===== src/rtl/avalon_pkg.sv =====
// Shared types and response codes for the Avalon-MM burst slave.
package avalon_pkg;

   typedef enum logic [2:0] {
      IDLE,
      RD,
      RD_DRAIN,
      WR,
      WR_RESP
   } state_e;

   localparam logic [1:0] RESP_OKAY      = 2'b00;
   localparam logic [1:0] RESP_DECODEERR = 2'b11;

   function automatic logic [1:0] resp_of(input logic err);
      return err ? RESP_DECODEERR : RESP_OKAY;
   endfunction

endpackage


===== src/rtl/flex_counter.sv =====
// Generic up-counter with synchronous clear and programmable rollover.
// Clear and enable in the same cycle restart the count at 1.
module flex_counter #(
   parameter int unsigned NUM_CNT_BITS = 4
) (
   input  logic                    clk,
   input  logic                    n_rst,
   input  logic                    clear,
   input  logic                    count_enable,
   input  logic [NUM_CNT_BITS-1:0] rollover_val,
   output logic [NUM_CNT_BITS-1:0] count_out,
   output logic                    rollover_flag
);

   localparam logic [NUM_CNT_BITS-1:0] CNT_ONE = NUM_CNT_BITS'(1);

   logic [NUM_CNT_BITS-1:0] count_q;
   logic [NUM_CNT_BITS-1:0] count_d;
   logic [NUM_CNT_BITS-1:0] count_base;

   always_comb begin
      count_base = clear ? '0 : count_q;
      count_d    = count_base;
      if (count_enable) begin
         count_d = (count_base == rollover_val) ? CNT_ONE : count_base + CNT_ONE;
      end
   end

   always_ff @(posedge clk or negedge n_rst) begin
      if (!n_rst) begin
         count_q <= '0;
      end else begin
         count_q <= count_d;
      end
   end

   assign count_out     = count_q;
   assign rollover_flag = (count_q == rollover_val);

endmodule


===== src/rtl/avalon_burst_slave.sv =====
// Avalon-MM slave: single/burst reads with pipelined beats, single/burst
// writes with one response per transaction, range-checked against MAX_ADDR.
module avalon_burst_slave
   import avalon_pkg::*;
#(
   parameter int unsigned ADDR_W   = 13,
   parameter int unsigned DATA_W   = 32,
   parameter int unsigned BURST_W  = 10,
   parameter int unsigned MAX_ADDR = 4128
) (
   input  logic               clk,
   input  logic               n_rst,
   input  logic               read,
   input  logic               write,
   input  logic               beginbursttransfer,
   input  logic [BURST_W-1:0] burstcount,
   input  logic [ADDR_W-1:0]  address,
   input  logic [DATA_W-1:0]  writedata,
   input  logic [DATA_W-1:0]  mem_rdata,
   output logic               waitrequest,
   output logic [DATA_W-1:0]  readdata,
   output logic               readdatavalid,
   output logic               writeresponsevalid,
   output logic [1:0]         response,
   output logic [ADDR_W-1:0]  mem_addr,
   output logic [DATA_W-1:0]  mem_wdata,
   output logic               r_ena,
   output logic               w_ena
);

   localparam int unsigned CNT_W = BURST_W + 1;
   localparam int unsigned SUM_W = ADDR_W + BURST_W + 1;

   localparam logic [CNT_W-1:0] CNT_ONE = CNT_W'(1);
   localparam logic [SUM_W-1:0] SUM_ONE = SUM_W'(1);
   localparam logic [SUM_W-1:0] MAX_EXT = SUM_W'(MAX_ADDR);

   state_e              state_q, state_d;
   logic [ADDR_W-1:0]   base_q, base_d;
   logic [CNT_W-1:0]    len_q, len_d;
   logic                err_q, err_d;

   logic [DATA_W-1:0]   readdata_q, readdata_d;
   logic                rdv_q, rdv_d;
   logic                wrv_q, wrv_d;
   logic [1:0]          response_q, response_d;
   logic [ADDR_W-1:0]   mem_addr_q, mem_addr_d;
   logic [DATA_W-1:0]   mem_wdata_q, mem_wdata_d;
   logic                r_ena_q, r_ena_d;
   logic                w_ena_q, w_ena_d;

   logic                cnt_clear;
   logic                cnt_en;
   logic [CNT_W-1:0]    cnt;
   logic                cnt_last;

   logic                zero_burst;
   logic [CNT_W-1:0]    cmd_len;
   logic [SUM_W-1:0]    cmd_last_addr;
   logic                cmd_err;
   logic [ADDR_W-1:0]   beat_addr;
   logic                wr_last;

   // cnt holds the number of beats already issued/accepted in the transaction
   flex_counter #(
      .NUM_CNT_BITS(CNT_W)
   ) u_beat_cnt (
      .clk          (clk),
      .n_rst        (n_rst),
      .clear        (cnt_clear),
      .count_enable (cnt_en),
      .rollover_val (len_q),
      .count_out    (cnt),
      .rollover_flag(cnt_last)
   );

   always_comb begin
      zero_burst    = beginbursttransfer && (burstcount == '0);
      cmd_len       = (beginbursttransfer && !zero_burst) ? {1'b0, burstcount} : CNT_ONE;
      cmd_last_addr = SUM_W'(address) + SUM_W'(cmd_len) - SUM_ONE;
      cmd_err       = zero_burst || (cmd_last_addr > MAX_EXT);
      beat_addr     = base_q + ADDR_W'(cnt);
      wr_last       = (cnt == (len_q - CNT_ONE));
   end

   always_comb begin
      state_d     = state_q;
      base_d      = base_q;
      len_d       = len_q;
      err_d       = err_q;
      cnt_clear   = 1'b0;
      cnt_en      = 1'b0;
      readdata_d  = readdata_q;
      rdv_d       = 1'b0;
      wrv_d       = 1'b0;
      response_d  = RESP_OKAY;
      mem_addr_d  = mem_addr_q;
      mem_wdata_d = mem_wdata_q;
      r_ena_d     = 1'b0;
      w_ena_d     = 1'b0;

      unique case (state_q)
         IDLE: begin
            if (read || write) begin
               base_d     = address;
               len_d      = cmd_len;
               err_d      = cmd_err;
               cnt_clear  = 1'b1;
               cnt_en     = 1'b1;
               mem_addr_d = address;
            end
            // Beat 0 is launched straight from the accept edge
            if (read) begin
               state_d = RD;
               r_ena_d = !cmd_err;
            end else if (write) begin
               w_ena_d     = !cmd_err;
               mem_wdata_d = writedata;
               if (cmd_len == CNT_ONE) begin
                  state_d    = WR_RESP;
                  wrv_d      = 1'b1;
                  response_d = resp_of(cmd_err);
               end else begin
                  state_d = WR;
               end
            end
         end
         RD: begin
            rdv_d      = 1'b1;
            readdata_d = err_q ? '0 : mem_rdata;
            response_d = resp_of(err_q);
            if (cnt_last) begin
               state_d = RD_DRAIN;
            end else begin
               cnt_en     = 1'b1;
               r_ena_d    = !err_q;
               mem_addr_d = beat_addr;
            end
         end
         RD_DRAIN: begin
            state_d = IDLE;
         end
         WR: begin
            if (write) begin
               cnt_en      = 1'b1;
               w_ena_d     = !err_q;
               mem_addr_d  = beat_addr;
               mem_wdata_d = writedata;
               if (wr_last) begin
                  state_d    = WR_RESP;
                  wrv_d      = 1'b1;
                  response_d = resp_of(err_q);
               end
            end
         end
         WR_RESP: begin
            state_d = IDLE;
         end
         default: begin
            state_d = IDLE;
         end
      endcase
   end

   always_ff @(posedge clk or negedge n_rst) begin
      if (!n_rst) begin
         state_q     <= IDLE;
         base_q      <= '0;
         len_q       <= '0;
         err_q       <= 1'b0;
         readdata_q  <= '0;
         rdv_q       <= 1'b0;
         wrv_q       <= 1'b0;
         response_q  <= RESP_OKAY;
         mem_addr_q  <= '0;
         mem_wdata_q <= '0;
         r_ena_q     <= 1'b0;
         w_ena_q     <= 1'b0;
      end else begin
         state_q     <= state_d;
         base_q      <= base_d;
         len_q       <= len_d;
         err_q       <= err_d;
         readdata_q  <= readdata_d;
         rdv_q       <= rdv_d;
         wrv_q       <= wrv_d;
         response_q  <= response_d;
         mem_addr_q  <= mem_addr_d;
         mem_wdata_q <= mem_wdata_d;
         r_ena_q     <= r_ena_d;
         w_ena_q     <= w_ena_d;
      end
   end

   always_comb begin
      waitrequest = (state_q == RD) || (state_q == RD_DRAIN) || (state_q == WR_RESP);
   end

   assign readdata           = readdata_q;
   assign readdatavalid      = rdv_q;
   assign writeresponsevalid = wrv_q;
   assign response           = response_q;
   assign mem_addr           = mem_addr_q;
   assign mem_wdata          = mem_wdata_q;
   assign r_ena              = r_ena_q;
   assign w_ena              = w_ena_q;

endmodule

===== config.mk =====
export PLATFORM = sky130hd
export DESIGN_NAME = avalon_burst_slave
export DESIGN_NICKNAME = d
export VERILOG_FILES = /design/src/rtl/avalon_pkg.sv /design/src/rtl/flex_counter.sv /design/src/rtl/avalon_burst_slave.sv
export SDC_FILE = /design/constraint.sdc
export NUM_CORES = 1
export LEC_CHECK = 0
export CELL_PAD_IN_SITES_DETAIL_PLACEMENT = 1
export CELL_PAD_IN_SITES_GLOBAL_PLACEMENT = 1
export CORE_AREA = 2 2 139 141
export CTS_BUF_LIST = sky130_fd_sc_hd__clkbuf_2
export DETAILED_ROUTE_END_ITERATION = 10
export DIE_AREA = 0 0 141 143
export PLACE_DENSITY = 0.9
export SYNTH_ARGS = -nofsm -noshare
export SYNTH_HDL_FRONTEND = slang
export SYNTH_SLANG_ARGS = --single-unit

===== constraint.sdc =====
create_clock -name clk -period 2.9 [get_ports clk]
set_input_delay 0.29 -clock clk [delete_from_list [all_inputs] [get_ports clk]]
set_output_delay 0.29 -clock clk [all_outputs]
set_load 0.05 [all_outputs]

==> tab_implementation.tex, run 1 <==
% Auto-generated results table
\begin{tabular}{lr}
\hline
Metric & Value \\
\hline
\multicolumn{2}{l}{\textbf{Clock tree}} \\
Number of resized instances in the post-cts repair step & 10 \\
Clk root buf & sky130\_fd\_sc\_hd\_\_clkbuf\_2 \\
Clock-pin slew on the worst setup and hold paths & 0.19 ns \\
Maximum count of clock buffers along a single path & 2 \\
Number of clock buffers inserted by TritonCTS & 17 \\
\multicolumn{2}{l}{\textbf{Critical path}} \\
Category of the worst setup path launch point & primary input \\
Worst reg2reg path startpoint & base\_q[0] \\
R2R cell count & 11 \\
Termination of the worst setup path & err\_q \\
Worst path buffer plus inverter count & 5 \\
Worst path slowest cell & sky130\_fd\_sc\_hd\_\_clkdlybuf4s50\_1 \\
Arrival time of data at the critical path endpoint & 3.49 ns \\
Most Frequent Cell on Critical Path & sky130\_fd\_sc\_hd\_\_inv\_1 \\
\multicolumn{2}{l}{\textbf{Power and ir drop}} \\
Power drawn by the clock network & 1.15 mW \\
Fraction of power consumed by the clock network & 10.3\% \\
Net switching fraction of the power & 51.3\% \\
Total combinational power & 6.96 mW \\
Pleak & 4.52 nW \\
Final total power & 11.2 mW \\
Combinational Power Share & 62.3\% \\
Int Power & 5.44 mW \\
Switching power total & 5.73 mW \\
\multicolumn{2}{l}{\textbf{Timing}} \\
Endpoints failing hold & 0 \\
Worst Tran Pin Value & 1.00 ns \\
Final-layout worst hold slack & 0.0349 ns \\
Achievable clock frequency & 0.349 GHz \\
Tmin final & 2.87 ns \\
\multicolumn{2}{l}{\textbf{Routing}} \\
Length of routed met3 wiring & 1.34 mm \\
Mean number of vias per cell & 5.31 \\
Antenna-violating nets left & 0 \\
Residual DRC & 0 \\
DRT Wirelength & 23.7 mm \\
Router iterations before antenna repair & 4 \\
\multicolumn{2}{l}{\textbf{Cells and area}} \\
Fill cell count & 2,122 \\
Combinational Gates & 557 \\
Top logic cells by instance count in the layout & 163 x sky130\_fd\_sc\_hd\_\_clkdlybuf4s50\_1, 133 x sky130\_fd\_sc\_hd\_\_nand2\_1, 120 x sky130\_fd\_sc\_hd\_\_dfrtp\_1 \\
Finished Cell Area & 0.00976 sq mm \\
Multi-input gate share of the layout cell area & 38.2\% \\
Layout cell share with drive strength beyond 1 & 16.7\% \\
Seq cells & 120 \\
Area occupied by multi-input gates & 0.00373 sq mm \\
Number of nets in the layout & 1,121 \\
\multicolumn{2}{l}{\textbf{Logic synthesis}} \\
Cell with the most instances after synthesis & sky130\_fd\_sc\_hd\_\_nand2\_1 \\
Fraction of the mapped netlist area in simple logic gates & 21.1\% \\
Post-synth EDFFs & 0 \\
Synthesized netlist cell count & 772 \\
Combinational family with the most area after synthesis & simple AND/OR/NAND/NOR gates \\
Sequential area share after synthesis & 42.7\% \\
Library cell occupying the most area in the post-synthesis netlist & sky130\_fd\_sc\_hd\_\_dfrtp\_1 \\
Mapped Nets & 902 \\
Chip area in the Yosys report & 0.00703 sq mm \\
FA/HA/MAJ Cells, Area Fraction & 6.98\% \\
Distinct cell type count after synthesis & 71 \\
Flops out of synthesis & 120 \\
XOR-XNOR Cells, Area Fraction & 4.61\% \\
Top cell type's share of synthesized area & 42.7\% \\
Cell types occupying the most area after synthesis & sky130\_fd\_sc\_hd\_\_dfrtp\_1 43\%, sky130\_fd\_sc\_hd\_\_nand2\_1 7.1\%, sky130\_fd\_sc\_hd\_\_ha\_1 6.4\% \\
\multicolumn{2}{l}{\textbf{Die}} \\
N\_taps & 234 \\
Num ports & 176 \\
Area of the core & 0.0186 sq mm \\
Horiz. Die Dim & 141 um \\
DIE AREA & 0.0202 sq mm \\
\multicolumn{2}{l}{\textbf{Placement}} \\
Post-Place Setup Slack & -0.875 ns \\
Final Wtd Congestion & 0.884 \\
Port-buffer cells & 175 \\
Placed wire-length estimate & 17.8 mm \\
Cell total after placement & 1,203 \\
\multicolumn{2}{l}{\textbf{Status}} \\
Run status & completed \\
\multicolumn{2}{l}{\textbf{GRT}} \\
Largest net degree at the start of global routing & 54 \\
Busiest layer in global routing & met2 \\
Aggregate global routing overflow & 0 \\
Wire length of the first global-routing pass & 37.5 mm \\
\multicolumn{2}{l}{\textbf{Flow run}} \\
Warning total across the stage logs & 28 \\
Max capacitance violation total & 0 \\
\hline
\end{tabular}
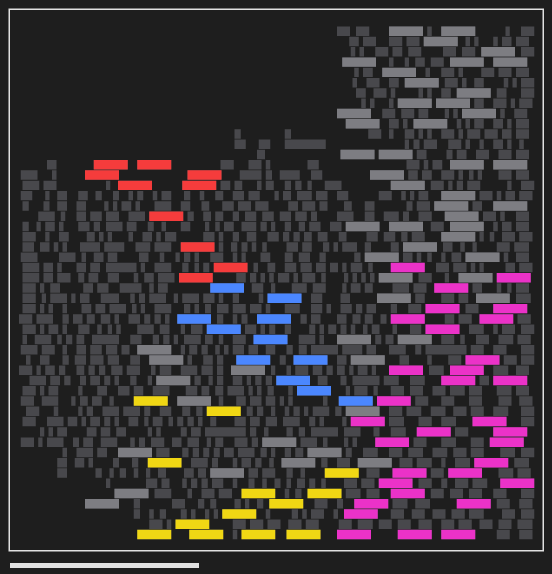
Figure 1: run 1, register map, names as in the netlist.
Scale bar: 50 um. Other sequential cells in the stronger gray, the rest of the logic in the fainter gray.
| name in the netlist | color | placed flops |
|---|---|---|
| `mem_wdata` | magenta | 32 |
| `len_q` | red | 10 |
| `u_beat_cnt.count_out` | blue | 11 |
| `mem_addr` | yellow | 13 |
final standard cell utilization of the core: 52.5%
Storage cell area: 0.00300 sq mm
share of the final layout cell area in sequential cells: 30.8%

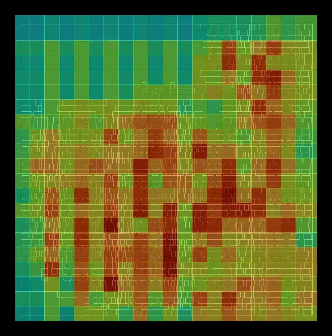
Figure 2: run 1, routing congestion.
met3 track demand over resource: 5.40%
M1 GR Usage: 28.0%
routed length per instance: 19.1 um
total global routing track utilization: 23.8%

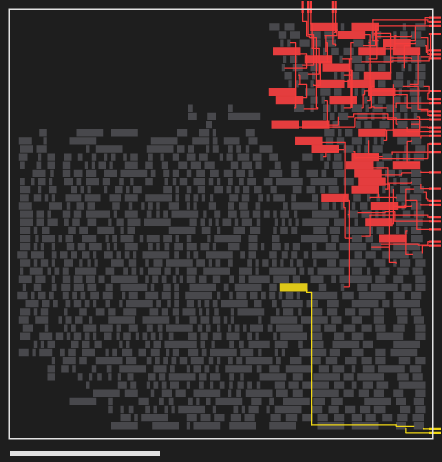
Figure 3: run 1, nets reached from selected ports.
Scale bar: 50 um.
| port | color | direction | edge | end cells | buffers | wire |
|---|---|---|---|---|---|---|
| `readdata` | red | output | 27 east, 5 north | 32 | 32 | 1,100 um |
| `response` | yellow | output | east | 1 | 2 | 93.3 um |

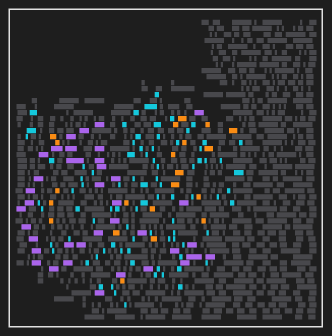
Figure 4: run 1, gate families picked out.
| family | color | cells | most used |
|---|---|---|---|
| AND and OR gates | orange | 21 | or3_1 |
| adder and majority cells | purple | 38 | ha_1 |
| NOR gates | cyan | 84 | nor2_1 |

Figure 5. Zoomed window (run 1).
Scale bar: 10 um. Window x 23 to 48, y 23 to 48 um. Cells in gray, sequential cells in the stronger gray; small squares are vias.
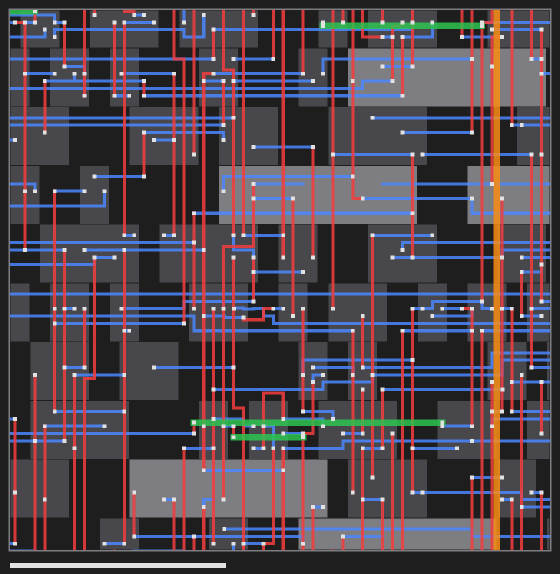

==> inputs of run 2 (changes only) <==
SETUP_SLACK_MARGIN = 0.02   (was default)
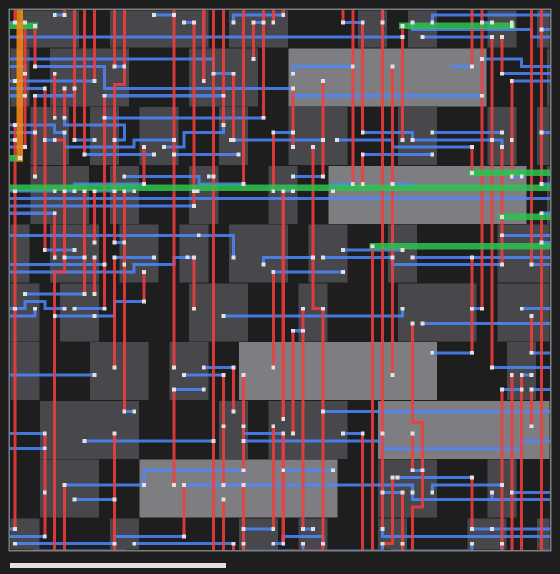
Figure 6: run 2, zoomed window.
Scale bar: 10 um. Window x 23 to 48, y 23 to 48 um. Cells in gray, sequential cells in the stronger gray; small squares are vias.
| layer | color |
|---|---|
| metal 4 | orange |
| metal 2 | red |
| metal 3 | green |
| metal 1 | blue |
cells with their middle in the window: 53
netlist names of flops here include: `base_q` (4), `mem_addr` (1)
most frequent: nand2_1 (9), nor2_1 (7)
sequential cells in the window: 5

==> tab_implementation.tex, run 2 <==
% Auto-generated results table
\begin{tabular}{lr}
\hline
Metric & Value \\
\hline
\multicolumn{2}{l}{\textbf{Critical path}} \\
Flop2flop setup slack & 0.38 ns (was 0.25 ns) \\
Worst Setup End Kind & flop (unchanged) \\
Worst path buffer plus inverter count & 3 (was 5) \\
Worst path max stage delay & 0.49 ns (was 0.54 ns) \\
R2R cell count & 11 (unchanged) \\
Worst setup startpoint & address[2] (was address[1]) \\
Worst reg2reg path startpoint & base\_q[0] (unchanged) \\
Category of the worst setup path launch point & primary input (unchanged) \\
Crit path max-delay family & buffers and inverters (unchanged) \\
Worst path slowest cell & sky130\_fd\_sc\_hd\_\_clkdlybuf4s50\_1 (unchanged) \\
Capture instance of the worst register-to-register path & mem\_addr[12] (unchanged) \\
Critical-path maximum fanout & 3 (unchanged) \\
Termination of the worst setup path & err\_q (unchanged) \\
Arrival time of data at the critical path endpoint & 3.40 ns (was 3.49 ns) \\
Crit path DRT & 3.49 ns (was 3.52 ns) \\
\multicolumn{2}{l}{\textbf{Timing}} \\
Worst Tran Pin Value & 0.993 ns (was 1.00 ns) \\
Achievable clock frequency & 0.356 GHz (was 0.349 GHz) \\
Final-layout worst hold slack & 0.0661 ns (was 0.0349 ns) \\
Endpoints failing hold & 0 (unchanged) \\
Setup tns final & 0 ns (unchanged) \\
Tmin final & 2.81 ns (was 2.87 ns) \\
Final Worst Setup Slack & 0.0919 ns (was 0.0322 ns) \\
\multicolumn{2}{l}{\textbf{Clock tree}} \\
Number of resized instances in the post-cts repair step & 8 (was 10) \\
Clk root buf & sky130\_fd\_sc\_hd\_\_clkbuf\_2 (unchanged) \\
Maximum count of clock buffers along a single path & 2 (unchanged) \\
\# Post-CTS Setup Buffers & 2 (was 1) \\
Clock-pin slew on the worst setup and hold paths & 0.16 ns (was 0.19 ns) \\
Number of clock buffers inserted by TritonCTS & 17 (unchanged) \\
CTS tree & yes (unchanged) \\
\multicolumn{2}{l}{\textbf{Cells and area}} \\
Finished Cell Area & 0.00982 sq mm (was 0.00976 sq mm) \\
Seq cells & 120 (unchanged) \\
Layout cell share with drive strength beyond 1 & 16.9\% (was 16.7\%) \\
Combinational Gates & 557 (unchanged) \\
Storage cell area & 0.00300 sq mm (unchanged) \\
Number of antenna cells inserted & 0 (was 1) \\
Top logic cells by instance count in the layout & 163 x sky130\_fd\_sc\_hd\_\_clkdlybuf4s50\_1, 133 x sky130\_fd\_sc\_hd\_\_nand2\_1, 120 x sky130\_fd\_sc\_hd\_\_dfrtp\_1 (unchanged) \\
Share of final layout cell area taken by clock buffers and inverters & 2.25\% (was 2.51\%) \\
Fill cell count & 2,138 (was 2,122) \\
Number of nets in the layout & 1,131 (was 1,121) \\
Area growth syn-to-layout & 39.8\% (was 38.9\%) \\
Number of clock buffer instances in the layout & 17 (was 18) \\
Share of the final layout cell area in sequential cells & 30.6\% (was 30.8\%) \\
Multi-input gate share of the layout cell area & 38.1\% (was 38.2\%) \\
Final standard cell utilization of the core & 52.9\% (was 52.5\%) \\
Area occupied by multi-input gates & 0.00374 sq mm (was 0.00373 sq mm) \\
\multicolumn{2}{l}{\textbf{Logic synthesis}} \\
Total standard cell area after synthesis & 0.00703 sq mm (unchanged) \\
Mapped Nets & 902 (unchanged) \\
Share of synthesized registers carrying an async set or reset & 100\% (unchanged) \\
Yosys stat cell total & 772 (unchanged) \\
Top cell type's share of synthesized area & 42.7\% (unchanged) \\
FA/HA/MAJ Cells, Area Fraction & 6.98\% (unchanged) \\
Library cell occupying the most area in the post-synthesis netlist & sky130\_fd\_sc\_hd\_\_dfrtp\_1 (unchanged) \\
Chip area in the Yosys report & 0.00703 sq mm (unchanged) \\
Fraction of the mapped netlist area in simple logic gates & 21.1\% (unchanged) \\
Combinational family with the most area after synthesis & simple AND/OR/NAND/NOR gates (unchanged) \\
Cell with the most instances after synthesis & sky130\_fd\_sc\_hd\_\_nand2\_1 (unchanged) \\
Flops out of synthesis & 120 (unchanged) \\
Sequential area share after synthesis & 42.7\% (unchanged) \\
Cell types occupying the most area after synthesis & sky130\_fd\_sc\_hd\_\_dfrtp\_1 43\%, sky130\_fd\_sc\_hd\_\_nand2\_1 7.1\%, sky130\_fd\_sc\_hd\_\_ha\_1 6.4\% (unchanged) \\
YS warnings & 0 (unchanged) \\
Commonest register cell after synthesis & sky130\_fd\_sc\_hd\_\_dfrtp\_1 (unchanged) \\
XOR-XNOR Cells, Area Fraction & 4.61\% (unchanged) \\
Share of synthesized cell area in and-or and or-and compound cells & 12.3\% (unchanged) \\
Area fraction in mux cells & 6.64\% (unchanged) \\
Post-synth EDFFs & 0 (unchanged) \\
Synthesized netlist cell count & 772 (unchanged) \\
Distinct cell type count after synthesis & 71 (unchanged) \\
\multicolumn{2}{l}{\textbf{GRT}} \\
M1 GR Usage & 28.4\% (was 28.0\%) \\
Total global routing track utilization & 23.6\% (was 23.8\%) \\
Busiest layer in global routing & met2 (unchanged) \\
Met3 track demand over resource & 4.96\% (was 5.40\%) \\
Routing usage on met2 & 43.0\% (was 42.6\%) \\
Largest net degree at the start of global routing & 54 (unchanged) \\
Aggregate global routing overflow & 0 (unchanged) \\
Wire length of the first global-routing pass & 37.1 mm (was 37.5 mm) \\
\multicolumn{2}{l}{\textbf{Routing}} \\
Residual DRC & 0 (unchanged) \\
DRT Wirelength & 23.3 mm (was 23.7 mm) \\
First-iteration detailed-routing DRC count & 312 (was 265) \\
Length of routed met3 wiring & 1.26 mm (was 1.34 mm) \\
Router iterations before antenna repair & 4 (unchanged) \\
Antenna-violating nets left & 0 (unchanged) \\
Met2 wire length & 12.1 mm (was 11.8 mm) \\
Top routing layer used & met4 (unchanged) \\
Mean number of vias per cell & 5.25 (was 5.31) \\
Routed length per instance & 18.7 um (was 19.1 um) \\
\multicolumn{2}{l}{\textbf{Die}} \\
Initial standard-cell utilization of the core & 37.8\% (unchanged) \\
Area of the core & 0.0186 sq mm (unchanged) \\
N\_taps & 234 (unchanged) \\
Site Rows & 50 (unchanged) \\
DIE AREA & 0.0202 sq mm (unchanged) \\
Vertical die size & 143 um (unchanged) \\
Horiz. Die Dim & 141 um (unchanged) \\
Num ports & 176 (unchanged) \\
\multicolumn{2}{l}{\textbf{Power and ir drop}} \\
Pleak & 4.57 nW (was 4.52 nW) \\
Fraction of power consumed by the clock network & 9.9\% (was 10.3\%) \\
Highest ir drop seen on vdd & 0.000428 V (was 0.000392 V) \\
Top Consumer & combinational logic (unchanged) \\
Power drawn by the clock network & 1.10 mW (was 1.15 mW) \\
Combinational Power Share & 63.0\% (was 62.3\%) \\
Int Power & 5.45 mW (was 5.44 mW) \\
Switching power total & 5.67 mW (was 5.73 mW) \\
Final total power & 11.1 mW (was 11.2 mW) \\
Total combinational power & 7.00 mW (was 6.96 mW) \\
Net switching fraction of the power & 51.0\% (was 51.3\%) \\
\multicolumn{2}{l}{\textbf{Hold path}} \\
Number of cells on the worst hold path & 4 (unchanged) \\
Hold Startpoint & address[1] (was burstcount[5]) \\
Worst min-delay path endpoint & base\_q[1] (was len\_q[5]) \\
\multicolumn{2}{l}{\textbf{Placement}} \\
Cell total after placement & 1,207 (was 1,203) \\
Port-buffer cells & 175 (unchanged) \\
Post-Place Setup Slack & -0.918 ns (was -0.875 ns) \\
Final Wtd Congestion & 0.871 (was 0.884) \\
Total placed instance area & 0.00944 sq mm (was 0.00941 sq mm) \\
Placed wire-length estimate & 17.8 mm (about the same) \\
\multicolumn{2}{l}{\textbf{Flow run}} \\
Warning total across the stage logs & 28 (unchanged) \\
Max capacitance violation total & 0 (unchanged) \\
\multicolumn{2}{l}{\textbf{Status}} \\
Run status & completed (unchanged) \\
\hline
\end{tabular}
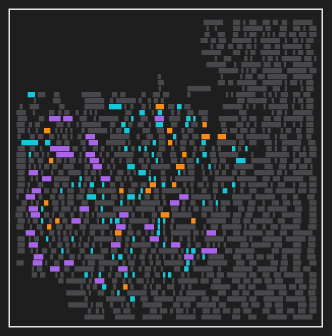
Figure 7: run 2, gate families picked out.
Non-Filler Instances: 1,245
most common cell after layout, fill and taps aside: sky130_fd_sc_hd__clkdlybuf4s50_1

Power and IR drop assume default switching activity.
